## src/rtl/cpu_pkg.sv

```systemverilog
// +--------------------------------------------------------------------+
// | cpu_pkg - shared CPU constants, opcodes and fetch state encoding   |
// | Rev 1.0                                                            |
// +--------------------------------------------------------------------+
`default_nettype none

package cpu_pkg;

   localparam logic [31:0] NOP_INST = 32'h0000_0013;

   localparam logic [6:0] OPC_LUI    = 7'b0110111;
   localparam logic [6:0] OPC_AUIPC  = 7'b0010111;
   localparam logic [6:0] OPC_JAL    = 7'b1101111;
   localparam logic [6:0] OPC_JALR   = 7'b1100111;
   localparam logic [6:0] OPC_BRANCH = 7'b1100011;
   localparam logic [6:0] OPC_LOAD   = 7'b0000011;
   localparam logic [6:0] OPC_STORE  = 7'b0100011;
   localparam logic [6:0] OPC_OP_IMM = 7'b0010011;
   localparam logic [6:0] OPC_OP     = 7'b0110011;
   localparam logic [6:0] OPC_SYSTEM = 7'b1110011;

   typedef enum logic [1:0] {
      ST_RUN    = 2'd0,
      ST_DRAIN  = 2'd1,
      ST_HALTED = 2'd2
   } fetch_state_t;

endpackage

`default_nettype wire

```

## src/rtl/fetch_halt_ctrl.sv

```systemverilog
// +--------------------------------------------------------------------+
// | fetch_halt_ctrl - halt acceptance, pipeline drain count, halt flag |
// | Rev 1.0                                                            |
// +--------------------------------------------------------------------+
`default_nettype none

module fetch_halt_ctrl
   import cpu_pkg::*;
#(
   parameter int DRAIN_CYCLES = 4
) (
   input  logic         clk,
   input  logic         reset,
   input  logic         stall,
   input  logic         redirect_valid,
   input  logic         halt_req,
   output fetch_state_t state,
   output logic         is_halted
);

   localparam int CW = (DRAIN_CYCLES > 1) ? $clog2(DRAIN_CYCLES) : 1;

   fetch_state_t  state_nxt;
   logic [CW-1:0] cnt, cnt_nxt;
   logic          halted_nxt;

   always_ff @(posedge clk or posedge reset) begin
      if (reset) begin
         state     <= ST_RUN;
         cnt       <= '0;
         is_halted <= 1'b0;
      end else begin
         state     <= state_nxt;
         cnt       <= cnt_nxt;
         is_halted <= halted_nxt;
      end
   end

   always_comb begin
      state_nxt  = state;
      cnt_nxt    = cnt;
      halted_nxt = is_halted;
      case (state)
         ST_RUN: begin
            // Redirect and stall both outrank a halt request.
            if (halt_req && !stall && !redirect_valid) begin
               state_nxt = ST_DRAIN;
               cnt_nxt   = CW'(DRAIN_CYCLES - 1);
            end
         end
         ST_DRAIN: begin
            if (cnt == '0) begin
               state_nxt  = ST_HALTED;
               halted_nxt = 1'b1;
            end else begin
               cnt_nxt = cnt - 1'b1;
            end
         end
         ST_HALTED: begin
            halted_nxt = 1'b1;
         end
         default: begin
            state_nxt = ST_RUN;
            cnt_nxt   = '0;
         end
      endcase
   end

endmodule

`default_nettype wire

```

## src/rtl/fetch_stage.sv

```systemverilog
// +--------------------------------------------------------------------+
// | fetch_stage - PC register, IF/ID pipeline register, halt sequencing |
// | Rev 1.0                                                            |
// +--------------------------------------------------------------------+
`default_nettype none

module fetch_stage
   import cpu_pkg::*;
#(
   parameter logic [31:0] RESET_PC     = 32'h0000_0000,
   parameter int          DRAIN_CYCLES = 4,
   parameter logic [31:0] NOP_INST     = cpu_pkg::NOP_INST
) (
   input  logic        reset,
   input  logic        clk,
   input  logic        stall,
   input  logic        redirect_valid,
   input  logic [31:0] redirect_pc,
   input  logic        halt_req,
   output logic [31:0] imem_addr,
   input  logic [31:0] imem_dout,
   output logic [31:0] if_id_inst,
   output logic [31:0] if_id_pc,
   output logic        if_id_valid,
   output logic        is_halted
);

   fetch_state_t state;
   logic [31:0]  pc;

   fetch_halt_ctrl #(
      .DRAIN_CYCLES(DRAIN_CYCLES)
   ) u_halt_ctrl (
      .clk           (clk),
      .reset         (reset),
      .stall         (stall),
      .redirect_valid(redirect_valid),
      .halt_req      (halt_req),
      .state         (state),
      .is_halted     (is_halted)
   );

   assign imem_addr = pc;

   always_ff @(posedge clk or posedge reset) begin
      if (reset) begin
         pc          <= RESET_PC;
         if_id_inst  <= NOP_INST;
         if_id_pc    <= '0;
         if_id_valid <= 1'b0;
      end else begin
         case (state)
            ST_RUN: begin
               if (redirect_valid) begin
                  pc          <= redirect_pc;
                  if_id_inst  <= NOP_INST;
                  if_id_pc    <= '0;
                  if_id_valid <= 1'b0;
               end else if (!stall) begin
                  if (halt_req) begin
                     // Halt accepted: PC freezes, bubble starts the drain.
                     if_id_inst  <= NOP_INST;
                     if_id_pc    <= '0;
                     if_id_valid <= 1'b0;
                  end else begin
                     pc          <= pc + 32'd4;
                     if_id_inst  <= imem_dout;
                     if_id_pc    <= pc;
                     if_id_valid <= 1'b1;
                  end
               end
            end
            ST_DRAIN: begin
               if_id_inst  <= NOP_INST;
               if_id_pc    <= '0;
               if_id_valid <= 1'b0;
            end
            default: ;
         endcase
      end
   end

endmodule

`default_nettype wire

```

## config.mk

```make
export PLATFORM = sky130hd
export DESIGN_NAME = fetch_stage
export DESIGN_NICKNAME = d
export VERILOG_FILES = /design/src/rtl/cpu_pkg.sv /design/src/rtl/fetch_halt_ctrl.sv /design/src/rtl/fetch_stage.sv
export SDC_FILE = /design/constraint.sdc
export NUM_CORES = 1
export LEC_CHECK = 0
export CAP_MARGIN = 20
export CORE_MARGIN = 2
export CORE_UTILIZATION = 40
export DETAILED_ROUTE_END_ITERATION = 12
export PLACE_DENSITY = 0.74
export SLEW_MARGIN = 20
export SYNTH_ARGS = -nofsm -noshare
export SYNTH_HDL_FRONTEND = slang
export SYNTH_HIERARCHICAL = 1
export SYNTH_SLANG_ARGS = --single-unit
export TNS_END_PERCENT = 100
```

## constraint.sdc

```tcl
create_clock -name clk -period 3.78 [get_ports clk]
set_input_delay 0.567 -clock clk [delete_from_list [all_inputs] [get_ports clk]]
set_output_delay 0.567 -clock clk [all_outputs]
set_load 0.005 [all_outputs]
```

**Run 1: signal wires on met1**

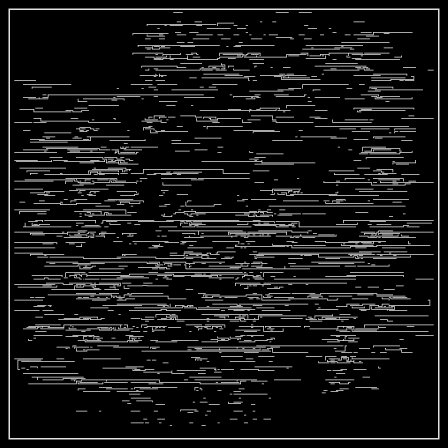
main direction: horizontal
share of all routed wire: 45%
wire length on this layer: 5820 um

**Run 1: M2 wires**

Scale bar: 20 um.
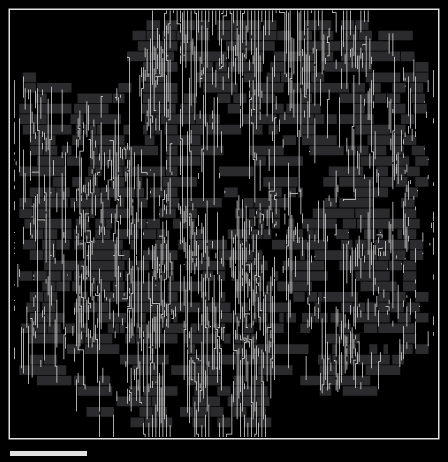
longest straight run: 56.1 um
share of all routed wire: 48%
nets with wire on the layer: 561
wire length on this layer: 6230 um
main direction: vertical

**Run 1: metal 3**

Scale bar: 20 um.
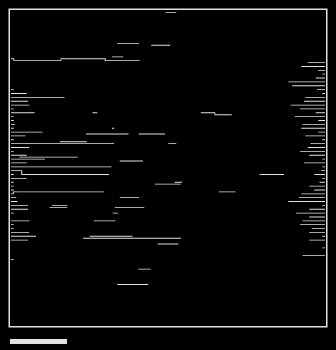
longest straight run: 36.1 um
main direction: horizontal
wire length on this layer: 823 um
share of all routed wire: 6.3%
nets with wire on the layer: 108

**Run 1: layout detail**

Scale bar: 5 um. Region (18, 74) to (38, 94) um. Cells in grey, sequential cells in the stronger grey; small squares are vias.
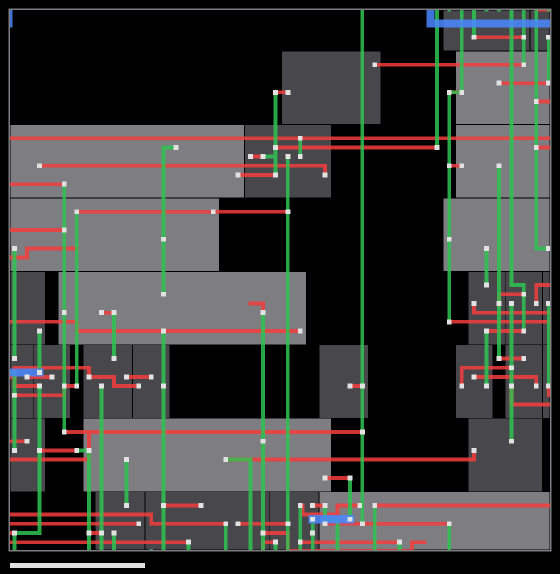
legend:
  red:
    layer: met1
  green:
    layer: met2
  blue:
    layer: met3
sequential cells in the window: 5
cells with their middle in the window: 21
most frequent: nand2_1 (6), dfrtp_1 (5)
netlist names of flops here include: `imem_addr` (4), `if_id_pc` (1)

==> results.yml, run 1 <==
# yosys + openroad results
clocking:
  numCtsBuffers: 9
  cts_setup_buffers: 0
  cts-root-buf: "clkbuf_16"
  clk_path_buf_depth: 2
  htreeDepth: 3
  cts_resized: 0
  holdBufCountCts: 0
  insertion_delay_ns: 0.33
synthesis:
  ys_sh_aoi_pct: 23.5
  ys_ff: 102
  syn_area_sq_um: 4610
  fp_nets: 486
  syn_inst: 415
  synthArstFlopShare_pct: 100
  ys_sh_xor_pct: 0
  ys_sh_simple_pct: 14.8
  ys_top_cells_by_count: "dfrtp_1 (99), a22o_1 (59), nand2_1 (29), a21oi_1 (24)"
  synth_seq_share_pct: 55.4
  logic_family: "AND-OR/OR-AND gates"
  adder_share_pct: 0.543
  yosysTopAreaCellShare_pct: 53.7
  top_cell: "dfrtp_1"
  avgSynthCellArea_sq_um: 11.1
  yosysCellCount: 415
  largest_area_cell: "dfrtp_1"
route:
  first_iter_violations: 335
  met3_length_um: 823
  ant_nets: 0
  drt-met1-wl_um: 5820
  num_vias: 4044
  wire_per_inst_um: 18.1
global_routing:
  grt_max_degree: 81
  overflow: 0
  use_met3_pct: 5.06
  grt_pass1_vias: 4028
  grt_use_met1_pct: 29.4
  use_met2_pct: 33.6
  track_usage_pct: 21.0
worst_setup_path:
  crit_path_top_delay_cell: "nor2_2"
  arrival_ns: 2.53
  max_stage_delay_ns: 0.72
  worst-path-stages: 5
  cp_num_buf_inv: 2
  criticalPathCategory: "input port to flip-flop"
  cp_max_fo: 17
  worstPathRequired_ns: 4.03
  r2r-start: "u_halt_ctrl/state[0]"
  reg2reg_setup_slack_ns: 1.57
  critPathLaunch: "redirect_valid"
placement:
  placed_cell_area_sq_um: 6370
  place_congestion: 0.813
sta:
  max-slew-margin-rel_pct: 44.4
  skew_ns: 0.00930
  finalWorstPathRequiredPeriod_ns: 2.28
  finalHoldViolCount: 0
  grt_setup_unrepaired: "false"
  fin_hold_ws_ns: 0.479
  setup_violations: 0
  fin_ws_ns: 1.50
  tightest_slew_ns: 0.834
power_and_ir_drop:
  clock_power_mw: 0.921
  power_leader: "sequential cells"
  p_leak_nw: 2.81
  comb_power_mw: 1.51
  p_comb_share_pct: 35.5
floorplanning:
  core_util_floorplan_pct: 40.7
  row_count: 39
  io_pins: 167
  tap_cells: 143
  dieHeight_um: 111
flow_run:
  warning_count: 26
  cap_viol_max_count: 0
finish:
  final-seq-area_sq_um: 2560
  inv_count: 10
  syn_to_final_growth_pct: 44.6
  fillCellCount: 978
  buf_share_pct: 25.8
  final.signal_buffer_count: 174
  dominant_cells: "flip-flops and latches"
  clkCellAreaFrac_pct: 4.47
  lay_top_count: "clkdlybuf4s50_1"
  drive_gt1_share_pct: 8.68
  logic_area_sq_um: 1870
  antenna_cells: 0
  seq_cells: 102
  sh_seq_area_pct: 38.3
status:
  status: "complete, no violations"
hold_path:
  min_to: "u_halt_ctrl/is_halted"
  min_path_type: "flip-flop to flip-flop"
  min_from: "u_halt_ctrl/is_halted"
**Run 1: track usage over the die**

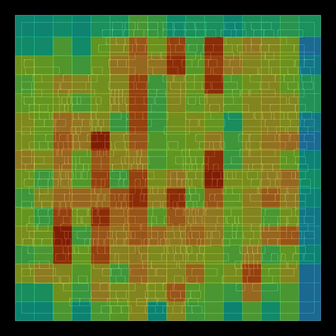

==> run 1 -> run 2 <==
--- a/config.mk
+++ b/config.mk
@@ -9,7 +9,7 @@
 export CORE_MARGIN = 2
 export CORE_UTILIZATION = 40
 export DETAILED_ROUTE_END_ITERATION = 12
-export PLACE_DENSITY = 0.74
+export PLACE_DENSITY = 0.77
 export SLEW_MARGIN = 20
 export SYNTH_ARGS = -nofsm -noshare
 export SYNTH_HDL_FRONTEND = slang
==> constraint.sdc (replaced) <==
create_clock -name clk -period 2 [get_ports clk]
set_input_delay 0.3 -clock clk [delete_from_list [all_inputs] [get_ports clk]]
set_output_delay 0.3 -clock clk [all_outputs]
set_load 0.005 [all_outputs]
**Run 2: track usage over the die**

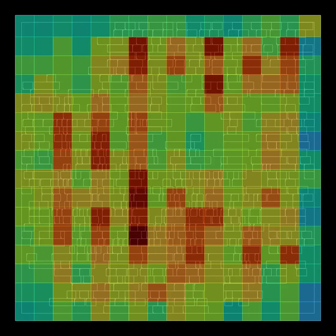
GR met2 Demand/Resource: 35.3%
gr usage total: 21.8%
met1 Use GR: 29.0%
Routed WL per cell: 18.1 um
met3 track demand over resource: 5.82%

**Run 2: M2 wires**

Scale bar: 20 um.
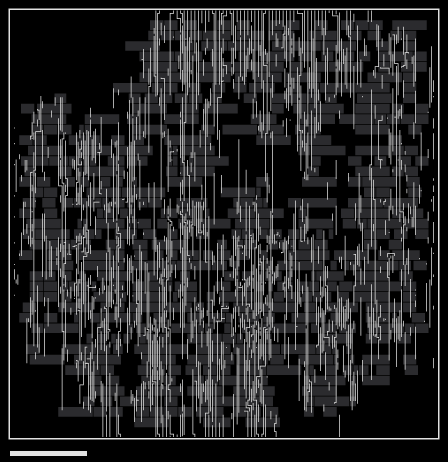
nets with wire on the layer: 606
wire length on this layer: 6650 um
share of all routed wire: 49%
final wirelength: 13600 um
vias: 4240

==> run 2 against run 1 <==
Effect of this change: sequential power is 79% higher; die size stayed put; power is 100% higher; global-route usage is 0.89 points higher.
==> results.yml, run 2 <==
# yosys + openroad results
status:
  status: "complete, no violations"
synthesis:
  ys_sh_xor_pct: 0
  syn_inst: 415
  avgSynthCellArea_sq_um: 11.1
  largest_area_cell: "dfrtp_1"
  synth_cell_type_count: 53
  ys_sh_simple_pct: 14.8
  ys_warn_count: 6
  ys_top_cells_by_count: "dfrtp_1 (99), a22o_1 (59), nand2_1 (29), a21oi_1 (24)"
  syn_area_sq_um: 4610
  ys_sh_aoi_pct: 23.5
  synth_seq_share_pct: 55.4
  fp_nets: 486
  yosysTopAreaCellShare_pct: 53.7
  logic_family: "AND-OR/OR-AND gates"
  synthArstFlopShare_pct: 100
  adder_share_pct: 0.543
  top_cell: "dfrtp_1"
  ys_ff: 102
worst_setup_path:
  arrival_ns: 2.04
  reg2reg_setup_slack_ns: 0.18
  cp_num_buf_inv: 0
  max_stage_delay_ns: 0.51
  worst-path-stages: 5
  worst_setup_path_start_kind: "flip-flop"
  critPathLaunch: "imem_addr[12]"
  path_cells: "nand4_4 -> or3_4 -> nor3_2 -> a31o_2 -> a21oi_1"
  cp_max_fo: 7
  r2r-start: "imem_addr[12]"
  crit_path_top_delay_cell: "dfrtp_1"
  criticalPathCategory: "flip-flop to flip-flop"
  worstPathRequired_ns: 2.22
finish:
  syn_to_final_growth_pct: 51.4
  clkCellAreaFrac_pct: 4.53
  logic_area_sq_um: 1870
  most-common-layout-cells: "clkdlybuf4s50_1 (166), dfrtp_1 (99), a22o_1 (59)"
  dominant_cells: "flip-flops and latches"
  drive_gt1_share_pct: 13.3
  lay_top_count: "clkdlybuf4s50_1"
  inv_count: 10
  sh_seq_area_pct: 36.6
  final.signal_buffer_count: 205
  antenna_cells: 0
  final-seq-area_sq_um: 2560
  fillCellCount: 924
  clkbuf_count: 11
  seq_cells: 102
global_routing:
  overflow: 0
  grt_pass1_vias: 4311
  grt_max_degree: 62
  top_usage_layer: "met2"
power_and_ir_drop:
  power_leader: "combinational logic"
  clock_power_mw: 1.83
  p_leak_nw: 2.99
  p_comb_share_pct: 40.3
  comb_power_mw: 3.42
flow_run:
  warning_count: 26
  cap_viol_max_count: 0
clocking:
  numCtsBuffers: 9
  clk_path_buf_depth: 2
  insertion_delay_ns: 0.34
  cts_resized: 0
  htreeDepth: 3
  holdBufCountCts: 0
  cts-root-buf: "clkbuf_16"
  cts_setup_buffers: 0
sta:
  skew_ns: 0.00631
  grt_setup_unrepaired: "false"
  finalHoldViolCount: 0
  setup_violations: 0
  max-slew-margin-rel_pct: 70.1
  finalWorstPathRequiredPeriod_ns: 1.82
  tightest_slew_ns: 0.449
  setup-tns-final_ns: 0
  fin_hold_ws_ns: 0.244
route:
  ant_nets: 0
  drt-met1-wl_um: 5790
  met3_length_um: 920
  first_iter_violations: 319
floorplanning:
  tap_cells: 143
  dieHeight_um: 111
  core_util_floorplan_pct: 40.7
  row_count: 39
  io_pins: 167
placement:
  place_congestion: 0.869
  placed_cell_area_sq_um: 6670
hold_path:
  min_path_type: "input port to async pin"
Power and IR drop assume default switching activity.
